Design alu_operand_stage, sky130hd; sources not shown.
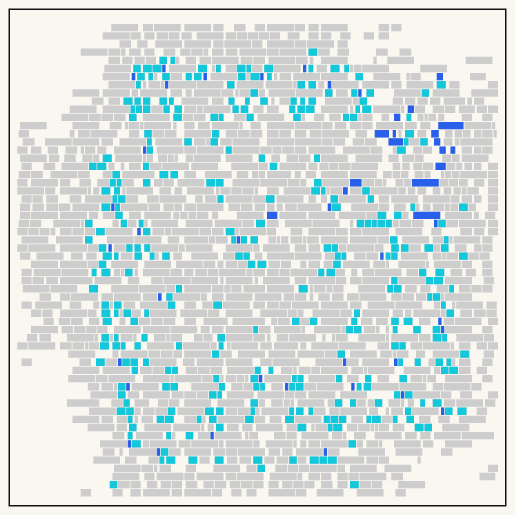
(logic cells by family)
Scale: 3 px per micron.
family	color	cells	most used	where
nor cells	blue	49	nor2_1	all over the die
aoi and oai cells	cyan	312	a21oi_1	all over the die
Finished Layout Cells: 1847
Commonest Layout Cell: dfrtp_1
logic share of the area: 40.82%

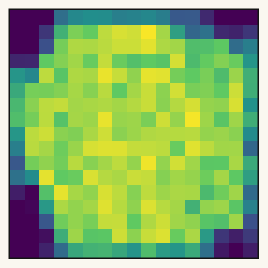
(cell density map)
Scale: 1.5 px per micron. 17 x 17 tiles, from dark purple (low) to yellow (high), 0 to 100% covered.
tiles over 75% full	61%
nearly empty tiles	6.9%
fullest tile	99%
mean over tiles	68%
fp util: 63.47%
fin util: 74.96%
core area: 25330 sq um

==> summary.txt <==
Mux share: 25.96%
Slew Limit Fails: 0
Top cells by count: dfrtp_1 (303), mux2_2 (300), clkbuf_1 (97)
Largest net degree at the start of global routing: 94
Worst-path cell chain: clkdlybuf4s50_1 -> mux2i_1 -> a22oi_1 -> o211ai_1 -> nand3_1 -> nor3_1 -> clkdlybuf4s50_1
Synth unique cells: 46
P_seq: 4.23 mW
Via density: 7.054
Met3 wire len: 5.159 mm
Met3 usage: 7.785%
Switching Share: 30.79%
First-pass GRT wire length: 73.15 mm
Power Clock: 2.91 mW
Wire per inst: 25.23 microns
CTS tree: done
Setup TNS: 0 ps
Xor/xnor share of the synthesized area: 0.4904%
Complex Gates by Area: 16.24%
Power in combinational cells: 3.04 mW
Worst-path maximum fanout: 11
Unrepaired setup endpoints after global routing: false
Simple-Gate Fraction of Synth Area: 5.114%
PostCTS Resize Cnt: 0
Fin crit share: 88.83%
Clk sinks: 303
Count leader, synth: dfrtp_1
Cell Area, Synth: 16070 sq um
Worst-margin pin slew: 1159 ps
TritonCTS Buffers: 31
Reg clk slew, reported paths: 60 ps
Critical Path End Type: output port
Status: completed
Gr busiest metal: met2
Residual DRC: 0
# hold bufs at CTS: 1
WHS: 351.8 ps
Row cnt: 58
Yosys cell count: 1392
Vias in the first global route: 13560
Logic family by area: multiplexers
Most common reg cell: dfrtp_1
Min Tclk post-route: 3731 ps
Adder share: 0%
Combinational Area: 7750 sq um
# fillers: 1564
WHS Path Cells: 1
Routed Antenna Nets: 0
Maxcap violations: 0
Router iterations before antenna repair: 5
Clk buf depth: 3
Vias: 13030
FMAX: 268.0 MHz
Layout Area Growth over Synthesis: 18.11%
## cells by family (layout without fill, tap and decap cells)
family          after synthesis  count (layout)
mux                         372             372
compound gates              358             358
flops                       303             303
buf+inv                     196             320
simple gates                154             154
xor+xnor                      9               9
other cells                   0               1
## layout make-up
class | instances | share of cell area (%)
clock inverter | 15 | 1.226
multi-input combinational | 893 | 40.82
antenna | 1 | 0.01318
clock buffer | 41 | 4.389
timing repair buffer | 204 | 10.25
sequential | 303 | 39.94
tap | 330 | 2.175
inverter | 60 | 1.186
## through the flow
| stage | total power [mW] | instances |
|---|---|---|
| final | 10.19 | 1847 |
| after global routing | 10.61 | 1846 |
| after CTS | 10.18 | 1846 |
| after detailed placement | 7.248 | 1789 |
| after global placement | 7.081 | 1789 |
| after floorplan | 6.001 | 1392 |
Power and IR drop assume default switching activity.
